<file path="config.mk">
export PLATFORM = sky130hd
export DESIGN_NAME = axis_fwft_packet_fifo
export DESIGN_NICKNAME = d
export VERILOG_FILES = /design/src/rtl/axis_fwft_packet_fifo.sv
export SDC_FILE = /design/constraint.sdc
export NUM_CORES = 1
export LEC_CHECK = 0
export CAP_MARGIN = 25
export CORE_ASPECT_RATIO = 1.1
export CORE_MARGIN = 5
export CORE_UTILIZATION = 60
export DETAILED_ROUTE_END_ITERATION = 6
export PLACE_DENSITY = 0.79
export SYNTH_ARGS = -nofsm -noshare
export SYNTH_HDL_FRONTEND = slang
export SYNTH_SLANG_ARGS = --single-unit
</file>
<file path="constraint.sdc">
create_clock -name clk -period 3.4 [get_ports clk]
set_input_delay 0.51 -clock clk [delete_from_list [all_inputs] [get_ports clk]]
set_output_delay 0.51 -clock clk [all_outputs]
set_load 0.02 [all_outputs]
</file>
<file path="src/rtl/axis_fwft_packet_fifo.sv">
// +--------------------------------------------------------------------------+
// | axis_fwft_packet_fifo                                                    |
// | First-word-fall-through FIFO that stores {tuser, tlast, tdata} per beat. |
// | AXIS_FWFT_FIFO_PACKET_MODE_EN: release words only once a packet is whole.|
// | Rev 1.0                                                                  |
// +--------------------------------------------------------------------------+
`default_nettype none

module axis_fwft_packet_fifo #(
  parameter int AXIS_DATA_WIDTH = 32,
  parameter int FIFO_DATA_WIDTH = AXIS_DATA_WIDTH + 2,
  parameter int DEPTH_BITS      = 4
) (
  input  logic                       clk,
  input  logic                       rst,
  input  logic                       i_axis_tuser,
  input  logic [AXIS_DATA_WIDTH-1:0] i_axis_tdata,
  input  logic                       i_axis_tlast,
  input  logic                       i_axis_tvalid,
  output logic                       o_axis_tready,
  output logic [FIFO_DATA_WIDTH-1:0] o_fifo_data,
  input  logic                       i_fifo_r_stb,
  output logic                       o_fifo_empty,
  output logic                       o_fifo_not_empty,
  output logic [DEPTH_BITS:0]        o_fifo_count,
  output logic                       o_overflow
);

  localparam int                  c_depth = 1 << DEPTH_BITS;
  localparam logic [DEPTH_BITS:0] c_full  = (DEPTH_BITS + 1)'(c_depth);
  localparam logic [DEPTH_BITS:0] c_one   = (DEPTH_BITS + 1)'(1);

  logic [FIFO_DATA_WIDTH-1:0] mem_q [c_depth];

  logic [DEPTH_BITS:0] wr_ptr_q, wr_ptr_d;
  logic [DEPTH_BITS:0] rd_ptr_q, rd_ptr_d;
  logic [DEPTH_BITS:0] count_q, count_d;
  logic                tready_q, tready_d;
  logic                not_empty_q, not_empty_d;
  logic                overflow_q, overflow_d;

  logic                       w_wr_en;
  logic                       w_rd_en;
  logic [FIFO_DATA_WIDTH-1:0] w_head;

  assign w_wr_en = i_axis_tvalid & tready_q;
  assign w_rd_en = i_fifo_r_stb & not_empty_q;
  assign w_head  = mem_q[rd_ptr_q[DEPTH_BITS-1:0]];

  // Storage is deliberately left out of reset so it maps onto plain RAM.
  always_ff @(posedge clk) begin
    if (w_wr_en) begin
      mem_q[wr_ptr_q[DEPTH_BITS-1:0]] <= {i_axis_tuser, i_axis_tlast, i_axis_tdata};
    end
  end

`ifdef AXIS_FWFT_FIFO_PACKET_MODE_EN
  logic [DEPTH_BITS:0] pkt_count_q, pkt_count_d;
  logic                w_wr_last;
  logic                w_rd_last;

  assign w_wr_last = w_wr_en & i_axis_tlast;
  assign w_rd_last = w_rd_en & w_head[FIFO_DATA_WIDTH-2];

  always_comb begin
    pkt_count_d = pkt_count_q;
    case ({w_wr_last, w_rd_last})
      2'b10:   pkt_count_d = pkt_count_q + c_one;
      2'b01:   pkt_count_d = pkt_count_q - c_one;
      default: pkt_count_d = pkt_count_q;
    endcase
  end

  always_ff @(posedge clk or negedge rst) begin
    if (!rst) begin
      pkt_count_q <= '0;
    end else begin
      pkt_count_q <= pkt_count_d;
    end
  end
`endif

  always_comb begin
    wr_ptr_d = wr_ptr_q;
    rd_ptr_d = rd_ptr_q;
    count_d  = count_q;
    if (w_wr_en) begin
      wr_ptr_d = wr_ptr_q + c_one;
    end
    if (w_rd_en) begin
      rd_ptr_d = rd_ptr_q + c_one;
    end
    case ({w_wr_en, w_rd_en})
      2'b10:   count_d = count_q + c_one;
      2'b01:   count_d = count_q - c_one;
      default: count_d = count_q;
    endcase
    tready_d   = (count_d != c_full);
    overflow_d = overflow_q | (i_axis_tvalid & ~tready_q);
`ifdef AXIS_FWFT_FIFO_PACKET_MODE_EN
    // A full FIFO holding no tlast can never complete its packet, so let it drain.
    not_empty_d = ((count_d != '0) && (pkt_count_d != '0)) ||
                  ((count_d == c_full) && (pkt_count_d == '0));
`else
    not_empty_d = (count_d != '0);
`endif
  end

  always_ff @(posedge clk or negedge rst) begin
    if (!rst) begin
      wr_ptr_q    <= '0;
      rd_ptr_q    <= '0;
      count_q     <= '0;
      tready_q    <= 1'b0;
      not_empty_q <= 1'b0;
      overflow_q  <= 1'b0;
    end else begin
      wr_ptr_q    <= wr_ptr_d;
      rd_ptr_q    <= rd_ptr_d;
      count_q     <= count_d;
      tready_q    <= tready_d;
      not_empty_q <= not_empty_d;
      overflow_q  <= overflow_d;
    end
  end

  assign o_axis_tready    = tready_q;
  assign o_fifo_data      = w_head;
  assign o_fifo_not_empty = not_empty_q;
  assign o_fifo_empty     = ~not_empty_q;
  assign o_fifo_count     = count_q;
  assign o_overflow       = overflow_q;

endmodule

`default_nettype wire

</file>
Figure 1. Floorplan with the power grid.
Scale: 2 px per um. Pins as bars on the die edge.
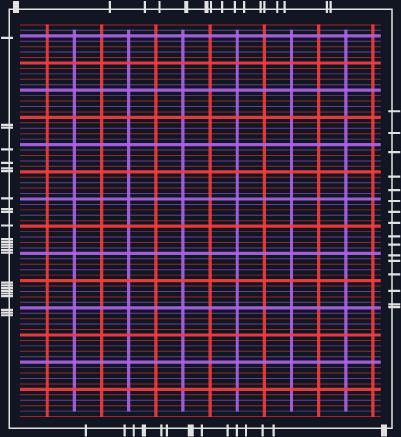
- red: VSS
- purple: VDD
- met5 straps: 14
- met1 rails: 73

==> flow_metrics.env <==
# physical design summary
export IMPL_floorplan_initialDensity_pct=61.0
export IMPL_power_frac_comb_pct=33.5
export IMPL_critPathCaptureType="output pin"
export IMPL_finalWorstPathRequiredPeriod_ns=3.35
export IMPL_vdd_ir_drop_max_mv=0.600
export IMPL_status="finished clean"
export IMPL_worst_pin_slew_ns=0.821
export IMPL_worstPathMaxFanout=11
export IMPL_timing_hold_violations_final=0
export IMPL_drv_cap=0
export IMPL_timing_rr_start="o_fifo_not_empty"
export IMPL_fp_dieArea_sq_mm=0.0398
export IMPL_count_of_buffers_not_belonging_to_the_clock_network_in_the_layout=148
export IMPL_post_synth_seq_share_pct=77.7
export IMPL_timing_fmax_ghz=0.298
export IMPL_gp_congestion=0.777
export IMPL_layout_top_cell="sky130_fd_sc_hd__edfxtp_1"
export IMPL_worst_ep_required_time_ns=2.89
export IMPL_synthDistinctLibCells=44
export IMPL_first_global_vias=10600
export IMPL_post_route_cell_area_sq_mm=0.0251
export IMPL_slew_headroom_pct=45.1
export IMPL_syn_inst=862
export IMPL_worstSetupStartpointType="register"
export IMPL_num_multi_input_gates=252
export IMPL_io_buffer_count=80
export IMPL_instances_no_fill=1542
export IMPL_area_share_combinational_pct=18.0
export IMPL_core_area_sq_mm=0.0353
export IMPL_clock_power_share_pct=25.9
export IMPL_place_hpwl_mm=24.3
export IMPL_worst_skew_pair_late_latency_ns=0.59
export IMPL_synth_warnings=0
export IMPL_final_setup_skew_ns=0.0242
export IMPL_setup_slack_ns=0.0463
export IMPL_area_used_by_sequential_logic_in_the_layout_sq_mm=0.0167
export IMPL_power_leakage_nw=8.14
export IMPL_fp_dieH_um=209
export IMPL_min_period_over_period_pct=98.6
export IMPL_drtAntennaViolNets=0
export IMPL_clock_sink_count=560
export IMPL_ys_flop_type="sky130_fd_sc_hd__edfxtp_1"
Figure 2. Where the registers sit.
Scale: 2 px per um. Other sequential cells in the stronger grey, the rest of the logic in the fainter grey.
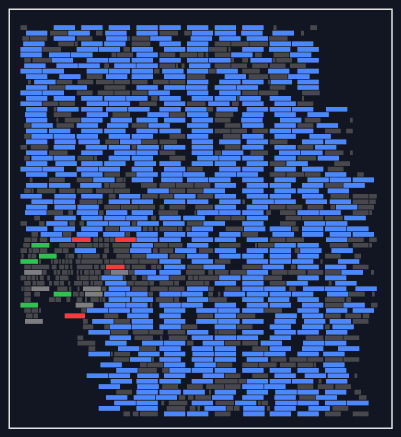
- red: `rd_ptr_q` (flops 4; where west)
- blue: `mem_q` (flops 544; where spread over the die)
- green: `o_fifo_count` (flops 5; where west)
- not coloured: 7

==> worst paths after layout <==
kind,to,slack [ns],cells past startpoint
max in group asynchronous,rd_ptr_q[0],2.39,1
max,o_fifo_data[1],0.05,5
min reg2reg,o_overflow,0.46,1
min in group clk,o_overflow,0.46,1
max reg2reg,o_axis_tready,0.70,10
min,o_fifo_count[0],0.41,1
==> cell families after synthesis <==
logic type      share of synthesized area [%]
mux                                      18.2
fa+ha+maj                               0.407
flops                                    77.7
compound gates                          0.540
simple gates                             1.33
buf+inv                                  1.40
xor+xnor                                0.407
==> cells in the mapped netlist (3+ instances only) <==
cell	number	share of area, %
sky130_fd_sc_hd__xnor2_1	9	0.37
sky130_fd_sc_hd__and3_1	6	0.17
sky130_fd_sc_hd__nand4_1	3	0.087
sky130_fd_sc_hd__buf_4	5	0.17
sky130_fd_sc_hd__mux4_2	147	15
sky130_fd_sc_hd__clkbuf_1	20	0.35
sky130_fd_sc_hd__ha_1	7	0.41
sky130_fd_sc_hd__nand3_1	4	0.093
sky130_fd_sc_hd__nor3_1	3	0.070
sky130_fd_sc_hd__and2_1	12	0.35
sky130_fd_sc_hd__mux4_1	23	2.8
sky130_fd_sc_hd__dfrtp_1	16	1.9
sky130_fd_sc_hd__inv_1	6	0.10
sky130_fd_sc_hd__buf_2	4	0.093
sky130_fd_sc_hd__nand2_1	10	0.17
sky130_fd_sc_hd__edfxtp_1	544	76
sky130_fd_sc_hd__buf_6	9	0.47
==> worst max-delay path: stages, from the launching register on <==
cell and delay [ns]:
sky130_fd_sc_hd__dfrtp_4 0.51, sky130_fd_sc_hd__buf_12 0.17, sky130_fd_sc_hd__buf_4 0.12, sky130_fd_sc_hd__mux4_1 0.59, sky130_fd_sc_hd__mux4_2 0.53, sky130_fd_sc_hd__dlygate4sd2_1 0.34
==> power groups by stage <==
stage / Clock (W) / Sequential, W / Combinational, W
after CTS: 0.00561 / 0.00873 / 0.00712
after detailed placement: 0 / 0.00888 / 0.00677
final: 0.00559 / 0.00875 / 0.00723
after floorplan: 0 / 0.00871 / 0.00453
after global placement: 0 / 0.00882 / 0.00672
after global routing: 0.00595 / 0.00879 / 0.00759
==> metrics by stage <==
| step | hold WS, ns | TNS [ns] | power (W) |
|---|---|---|---|
| 2_1_floorplan | 0.214 | 0 | 0.0132 |
| 3_3_place_gp | 0.447 | 0 | 0.0155 |
| 3_5_place_dp | 0.445 | 0 | 0.0156 |
| 4_1_cts | 0.407 | -0.00336 | 0.0215 |
| 5_1_grt | 0.447 | -0.0114 | 0.0223 |
| 6_report | 0.409 | 0 | 0.0216 |
==> layer usage <==
| layer | part of all wire (%) | up-vias | global-route usage (%) |
|---|---|---|---|
| met2 | 52 | 669 | 43.4 |
| met1 | 37 | 5445 | 36.7 |
| li1 | - | 4070 | - |
| met4 | 2.7 | 2 | 7.16 |
| met3 | 8.6 | 109 | 4.19 |
| met5 | 0.021 | - | 0 |
==> what timing repair did <==
item | in CTS | in global routing
resized | 84 | 16
hold endpoints to repair | 0 | 0
hold buffers | 0 | 0
setup endpoints to repair | 34 | 18
buffers inserted | 13 | 8
cloned | 4 | 2
Power figures rest on the tool's default switching activity, not on a simulated workload.
